`src/rtl/rgb_fade_sequencer.sv`:
```
`default_nettype none
// ============================================================================
//  Module      : rgb_fade_sequencer
//  Description : Steps through a programmable palette of RGB colours and
//                ramps each PWM duty value 1 LSB per prescaled tick toward
//                the active entry, holds it, then advances (wrapping).
//  Ports       : clk, reset (async, active-high), enable, cfg_we/cfg_addr/
//                cfg_data (palette write port, data = {red,green,blue}),
//                red_val/green_val/blue_val (duty values), pwm_en,
//                step_idx, step_done (advance pulse), busy (FADE or HOLD)
//  Revision    : 1.0 - initial release
// ============================================================================
module rgb_fade_sequencer #(
    parameter int PWM_RESOLUTION_BITS = 8,
    parameter int NUM_STEPS           = 4,
    parameter int TICK_DIV            = 1000,
    parameter int HOLD_TICKS          = 256,
    localparam int AW                 = $clog2(NUM_STEPS)
) (
    input  logic                             clk,
    input  logic                             reset,
    input  logic                             enable,
    input  logic                             cfg_we,
    input  logic [AW-1:0]                    cfg_addr,
    input  logic [3*PWM_RESOLUTION_BITS-1:0] cfg_data,
    output logic [PWM_RESOLUTION_BITS-1:0]   red_val,
    output logic [PWM_RESOLUTION_BITS-1:0]   green_val,
    output logic [PWM_RESOLUTION_BITS-1:0]   blue_val,
    output logic                             pwm_en,
    output logic [AW-1:0]                    step_idx,
    output logic                             step_done,
    output logic                             busy
);

    localparam int c_W       = PWM_RESOLUTION_BITS;
    localparam int c_PRESC_W = $clog2(TICK_DIV);
    localparam int c_HOLD_W  = (HOLD_TICKS > 1) ? $clog2(HOLD_TICKS) : 1;

    localparam logic [1:0] c_ST_IDLE = 2'd0;
    localparam logic [1:0] c_ST_FADE = 2'd1;
    localparam logic [1:0] c_ST_HOLD = 2'd2;

    logic [1:0]           r_state,     w_state_nxt;
    logic [c_PRESC_W-1:0] r_presc,     w_presc_nxt;
    logic [c_HOLD_W-1:0]  r_hold_cnt,  w_hold_nxt;
    logic [c_W-1:0]       r_red,       w_red_nxt;
    logic [c_W-1:0]       r_green,     w_green_nxt;
    logic [c_W-1:0]       r_blue,      w_blue_nxt;
    logic [AW-1:0]        r_step_idx,  w_step_nxt;
    logic                 r_step_done, w_step_done_nxt;

    logic [3*c_W-1:0]     r_palette [NUM_STEPS];
    logic [3*c_W-1:0]     w_target;
    logic [c_W-1:0]       w_tgt_red, w_tgt_green, w_tgt_blue;
    logic                 w_tick;
    logic                 w_hold_last;
    logic                 w_all_eq;
    logic                 w_addr_ok;
    logic [AW-1:0]        w_step_inc;

    // Out-of-range palette addresses only exist when NUM_STEPS is not a
    // power of two.
    generate
        if (NUM_STEPS == (1 << AW)) begin : g_addr_full
            assign w_addr_ok = 1'b1;
        end else begin : g_addr_chk
            assign w_addr_ok = ({1'b0, cfg_addr} < (AW+1)'(NUM_STEPS));
        end
    endgenerate

    // Palette storage: writable in every state, cleared by reset.
    always_ff @(posedge clk or posedge reset) begin
        if (reset) begin
            for (int i = 0; i < NUM_STEPS; i++) begin
                r_palette[i] <= '0;
            end
        end else if (cfg_we && w_addr_ok) begin
            r_palette[cfg_addr] <= cfg_data;
        end
    end

    assign w_target    = r_palette[r_step_idx];
    assign w_tgt_red   = w_target[3*c_W-1:2*c_W];
    assign w_tgt_green = w_target[2*c_W-1:c_W];
    assign w_tgt_blue  = w_target[c_W-1:0];

    assign w_tick      = (r_presc == c_PRESC_W'(TICK_DIV - 1));
    assign w_hold_last = (r_hold_cnt == c_HOLD_W'(HOLD_TICKS - 1));
    assign w_all_eq    = (r_red == w_tgt_red) && (r_green == w_tgt_green) &&
                         (r_blue == w_tgt_blue);
    assign w_step_inc  = (r_step_idx == AW'(NUM_STEPS - 1)) ? '0
                                                            : r_step_idx + AW'(1);

    // Move one LSB toward the target; equal channels stay put.
    function automatic logic [c_W-1:0] f_step(input logic [c_W-1:0] cur,
                                               input logic [c_W-1:0] tgt);
        if (cur < tgt) begin
            return cur + c_W'(1);
        end else if (cur > tgt) begin
            return cur - c_W'(1);
        end
        return cur;
    endfunction

    // Next-state and datapath logic.
    always_comb begin
        w_state_nxt     = r_state;
        w_presc_nxt     = r_presc;
        w_hold_nxt      = r_hold_cnt;
        w_red_nxt       = r_red;
        w_green_nxt     = r_green;
        w_blue_nxt      = r_blue;
        w_step_nxt      = r_step_idx;
        w_step_done_nxt = 1'b0;

        if (!enable) begin
            // Dropping enable wins over everything, including an advance
            // that would otherwise pulse step_done on this edge.
            w_state_nxt = c_ST_IDLE;
            w_presc_nxt = '0;
            w_hold_nxt  = '0;
            w_red_nxt   = '0;
            w_green_nxt = '0;
            w_blue_nxt  = '0;
            w_step_nxt  = '0;
        end else begin
            case (r_state)
                c_ST_IDLE: begin
                    w_state_nxt = c_ST_FADE;
                    w_presc_nxt = '0;
                    w_hold_nxt  = '0;
                end
                c_ST_FADE: begin
                    w_presc_nxt = w_tick ? '0 : r_presc + c_PRESC_W'(1);
                    if (w_all_eq) begin
                        w_state_nxt = c_ST_HOLD;
                        w_hold_nxt  = '0;
                    end else if (w_tick) begin
                        w_red_nxt   = f_step(r_red,   w_tgt_red);
                        w_green_nxt = f_step(r_green, w_tgt_green);
                        w_blue_nxt  = f_step(r_blue,  w_tgt_blue);
                    end
                end
                c_ST_HOLD: begin
                    // Targets are deliberately not re-checked while holding.
                    w_presc_nxt = w_tick ? '0 : r_presc + c_PRESC_W'(1);
                    if (w_tick) begin
                        if (w_hold_last) begin
                            w_hold_nxt      = '0;
                            w_step_nxt      = w_step_inc;
                            w_step_done_nxt = 1'b1;
                            w_state_nxt     = c_ST_FADE;
                        end else begin
                            w_hold_nxt = r_hold_cnt + c_HOLD_W'(1);
                        end
                    end
                end
                default: begin
                    w_state_nxt = c_ST_IDLE;
                end
            endcase
        end
    end

    always_ff @(posedge clk or posedge reset) begin
        if (reset) begin
            r_state     <= c_ST_IDLE;
            r_presc     <= '0;
            r_hold_cnt  <= '0;
            r_red       <= '0;
            r_green     <= '0;
            r_blue      <= '0;
            r_step_idx  <= '0;
            r_step_done <= 1'b0;
        end else begin
            r_state     <= w_state_nxt;
            r_presc     <= w_presc_nxt;
            r_hold_cnt  <= w_hold_nxt;
            r_red       <= w_red_nxt;
            r_green     <= w_green_nxt;
            r_blue      <= w_blue_nxt;
            r_step_idx  <= w_step_nxt;
            r_step_done <= w_step_done_nxt;
        end
    end

    // pwm_en and busy come straight from the state register.
    assign red_val   = r_red;
    assign green_val = r_green;
    assign blue_val  = r_blue;
    assign step_idx  = r_step_idx;
    assign step_done = r_step_done;
    assign pwm_en    = (r_state != c_ST_IDLE);
    assign busy      = (r_state == c_ST_FADE) || (r_state == c_ST_HOLD);

endmodule
`default_nettype wire

```
`config.mk`:
```
export PLATFORM = sky130hd
export DESIGN_NAME = rgb_fade_sequencer
export DESIGN_NICKNAME = d
export VERILOG_FILES = /design/src/rtl/rgb_fade_sequencer.sv
export SDC_FILE = /design/constraint.sdc
export NUM_CORES = 1
export LEC_CHECK = 0
export ABC_AREA = 0
export CAP_MARGIN = 0
export CORE_MARGIN = 3
export CORE_UTILIZATION = 64
export DETAILED_ROUTE_END_ITERATION = 12
export PLACE_DENSITY = 0.86
export SYNTH_ARGS = -nofsm -noshare
export SYNTH_HDL_FRONTEND = slang
export SYNTH_SLANG_ARGS = --single-unit
```
`constraint.sdc`:
```
create_clock -name clk -period 10.64 [get_ports clk]
set_input_delay 1.064 -clock clk [delete_from_list [all_inputs] [get_ports clk]]
set_output_delay 1.064 -clock clk [all_outputs]
set_load 0.02 [all_outputs]
```
==> images/clock_nets.png <==
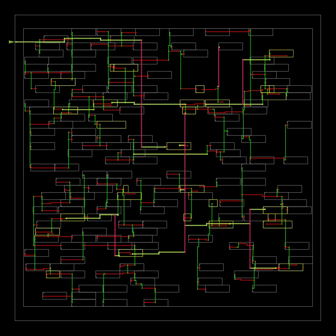
flop count: 143
CTS buffer count: 17
clk ins delay skew pair: 430 ps
number of clock-tree buffers in the layout: 20
clk pwr: 0.583 mW

==> results.txt <==
run metrics: Rows 39, count of buffers from port buffering 58, Hold Path Class reg -> reg, CP delay by family, top AND-OR/OR-AND gates, WHS Endpoint r_hold_cnt[0], critical path, cell by cell buf_4, mux4_2, inv_1, ha_1, nor2b_1, o211a_1, o21ba_2, or2_2, ha_1, nor2b_1, o21ai_0, a21boi_0, o21a_1, or3_1, a32o_1, Setup CP Type reg -> reg, Post-CTS Setup Bufs 0, Worst VDD drop 0.137 mV, Remaining DRCs 0, R2R Setup Slk 6190 ps, Arrival @ worst endpoint 4760 ps, Die Wd 117 um, Routed Antenna Nets 0, vias in the first global route 5940, PwrDens 169 nW/um^2, critical path startpoint category flip-flop, CTS root buf clkbuf_16, Synth Seq Share 45.6%, Die Span Y 117 um, WP data required 10950 ps, Final Wtd Congestion 0.875, leak pwr 4.05 nW, diode count 0, layout cells sized above 1 24.2%, Syn. warnings 0, Area Growth Syn to Fin 16.7%, Detail Placement HPWL 11900 um, Max Buffers Root-to-Sink 2, CP bufs+invs 2, HP Start r_hold_cnt[0], largest net degree at the start of global routing 78, most numerous logic cells after layout dfrtp_1, mux2_2, clkdlybuf4s50_1, initial antenna violation count 0, most instantiated logic cell after routing dfrtp_1, setup violators final 0, nets@finish 800, Fill cells 707, IO Count 59, WL/cell 20.5 um, Max H-tree Level 4, post-synth cell types 58, Max FO, Critical Path 28, largest stage delay on the critical path 570 ps, clock-pin slew on the worst setup and hold paths 60 ps, Yosys chip area 7840 sq um, slew margin rel. 34.3%, Worst path slowest cell mux4_2, yosys cell count 653, Syn Nets 735, Cells after Synth 653, tool warnings 29, final setup skew 8.48 ps, first-pass GRT wire length 29400 um, initial drt markers 456, Setup crit end kind flip-flop, Synthesized registers 143, setup TNS 0 ps, Async SR Flop Fraction 100%, Total GRT Usage 28.2%, Hold Crit Depth 1, R2R Path End green_val[6], Gate Area 4030 sq um, ys flop type dfrtp_1, FF-to-FF path depth 15, EDFF count, synth 0, RSZ-0062 raised after global routing false, post-cts resize count 0, Final Hold Viols 0, Clock Sinks 143, fp util 67.0%, DR vias 5541, WL final 17900 um, status finished, final reports clean, max capacitance violation total 0, number of hold buffers added after cts 0, grt total ovfl 0, Final Slew Violations 0, Die Size 13600 sq um, synthesized area 7840 sq um, min Tclk post-route 4450 ps, vias per cell 6.36, Worst R2R Start step_idx[0], CTS tree built, Slew @ Worst Pin 978 ps, TritonRoute pass-1 iters 4, post-layout period usage of the worst path 41.8%, CORE AREA 11700 sq um, fmax 225 MHz, Mean Syn Cell Area 12.0 sq um
==> images/ff_map.png <==
Scale bar: 20 um. Other sequential cells in the stronger gray, the rest of the logic in the fainter gray.
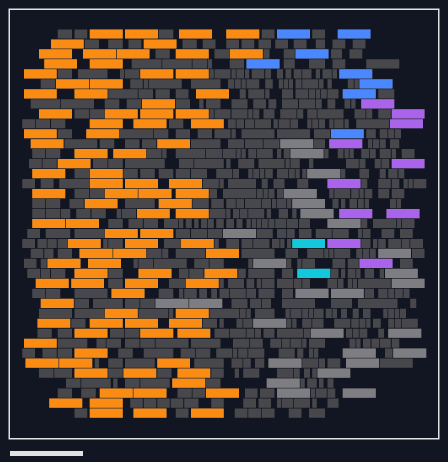
Orange shows r_palette, sequential cells 96. Blue shows green_val, sequential cells 8, where upper right. Purple shows r_presc, sequential cells 10. Cyan shows r_state, sequential cells 2.
Another 27 sequential cells are not colored.
sequential share of cell area: 39.1%
fin util: 78.2%
FF+latch area: 3580 sq um
power of the sequential group: 0.667 mW

report_power, final:
group	internal [mW]	switching [mW]
clock network	0.354	0.229
registers	0.621	0.0459
logic	0.146	0.152
logic make-up (layout without fill, tap and decap cells):
kind of cell               count (synthesis)  after routing  synth area share (%)
AOI/OAI and AO/OA                        110            110                  9.67
xor gates and xnor gates                  10             10                  1.12
DFF                                      143            143                  45.6
and+or+nand+nor                          144            144                  9.94
muxes                                    130            130                  22.0
buffers and inverters                     64            139                  3.11
adders and majority gates                 52             52                  8.58
metal layers:
metal  vias to the layer above  track usage, %  share of wire (%)
li1                       2509               -                  -
met1                      2827            35.1                 41
met2                       155            47.5                 52
met3                        50            6.84                4.1
met4                         0            11.6                3.1
met5                         -               0                  0
worst register-to-register path, delay by kind of cell (launching register included):
family,cells,cell delay [ps]
compound gates,6,1390
fa+ha+maj,2,590
flops,1,320
simple gates,4,960
buf+inv,2,500
mux,1,580
synth_stat cells, drive strengths merged (4+ instances only):
| cell type | count | area share, % |
|---|---|---|
| nor2 | 28 | 1.3 |
| nand4 | 5 | 0.48 |
| clkbuf | 15 | 0.72 |
| a22o | 8 | 0.89 |
| a21boi | 5 | 0.48 |
| nand3 | 18 | 1.3 |
| xnor2 | 7 | 0.78 |
| nand2b | 9 | 0.72 |
| and3 | 11 | 0.88 |
| dfrtp | 143 | 46 |
| nor2b | 9 | 0.72 |
| mux4 | 24 | 6.9 |
| ha | 49 | 7.8 |
| buf | 4 | 0.24 |
| mux2 | 97 | 14 |
| nor3 | 5 | 0.32 |
| nand2 | 37 | 1.8 |
| o31ai | 13 | 1.4 |
| or3 | 7 | 0.56 |
| o21a | 4 | 0.38 |
| mux2i | 9 | 1.1 |
| a21oi | 23 | 1.8 |
| o21ai | 37 | 2.4 |
| inv | 45 | 2.2 |
final cells by class:
class,instances,share of cell area (%)
Timing Repair Buffer,65,6.91
Clock inverter,9,1.22
Clock buffer,20,4.99
Sequential cell,143,39.1
Multi-Input combinational cell,446,44.0
Tap cell,143,1.95
Inverter,45,1.87
state kept, by name, indices dropped and copies added (netlist names):
register    flops
r_hold_cnt      8
r_presc        10
step_done       1
blue_val        8
step_idx        2
r_palette      96
red_val         8
green_val       8
r_state         2
worst max-delay path by stage:
| stage | startpoint | to | slack (ps) | cells past startpoint |
|---|---|---|---|---|
| global route | step_idx[0] | blue_val[7] | 6010 | 15 |
| global placement | step_idx[0] | blue_val[7] | 6440 | 15 |
| CTS | step_idx[0] | green_val[6] | 6240 | 15 |
| detailed placement | step_idx[0] | green_val[6] | 6290 | 15 |
| floorplan | reset | blue_val[0] | 5740 | 1 |
| finish | step_idx[0] | green_val[6] | 6190 | 15 |
stage by stage:
step	power, mW	setup WS (ps)	hold slack (ps)	cell area, sq um	std cells
finish	1.55	6190	500	9160	871
global route	1.62	6010	510	9160	871
CTS	1.55	6240	502	9160	871
detailed placement	0.966	6290	488	8590	842
global placement	0.938	6440	480	8590	842
floorplan	0.876	5740	458	7840	653
Power and IR drop assume default switching activity.
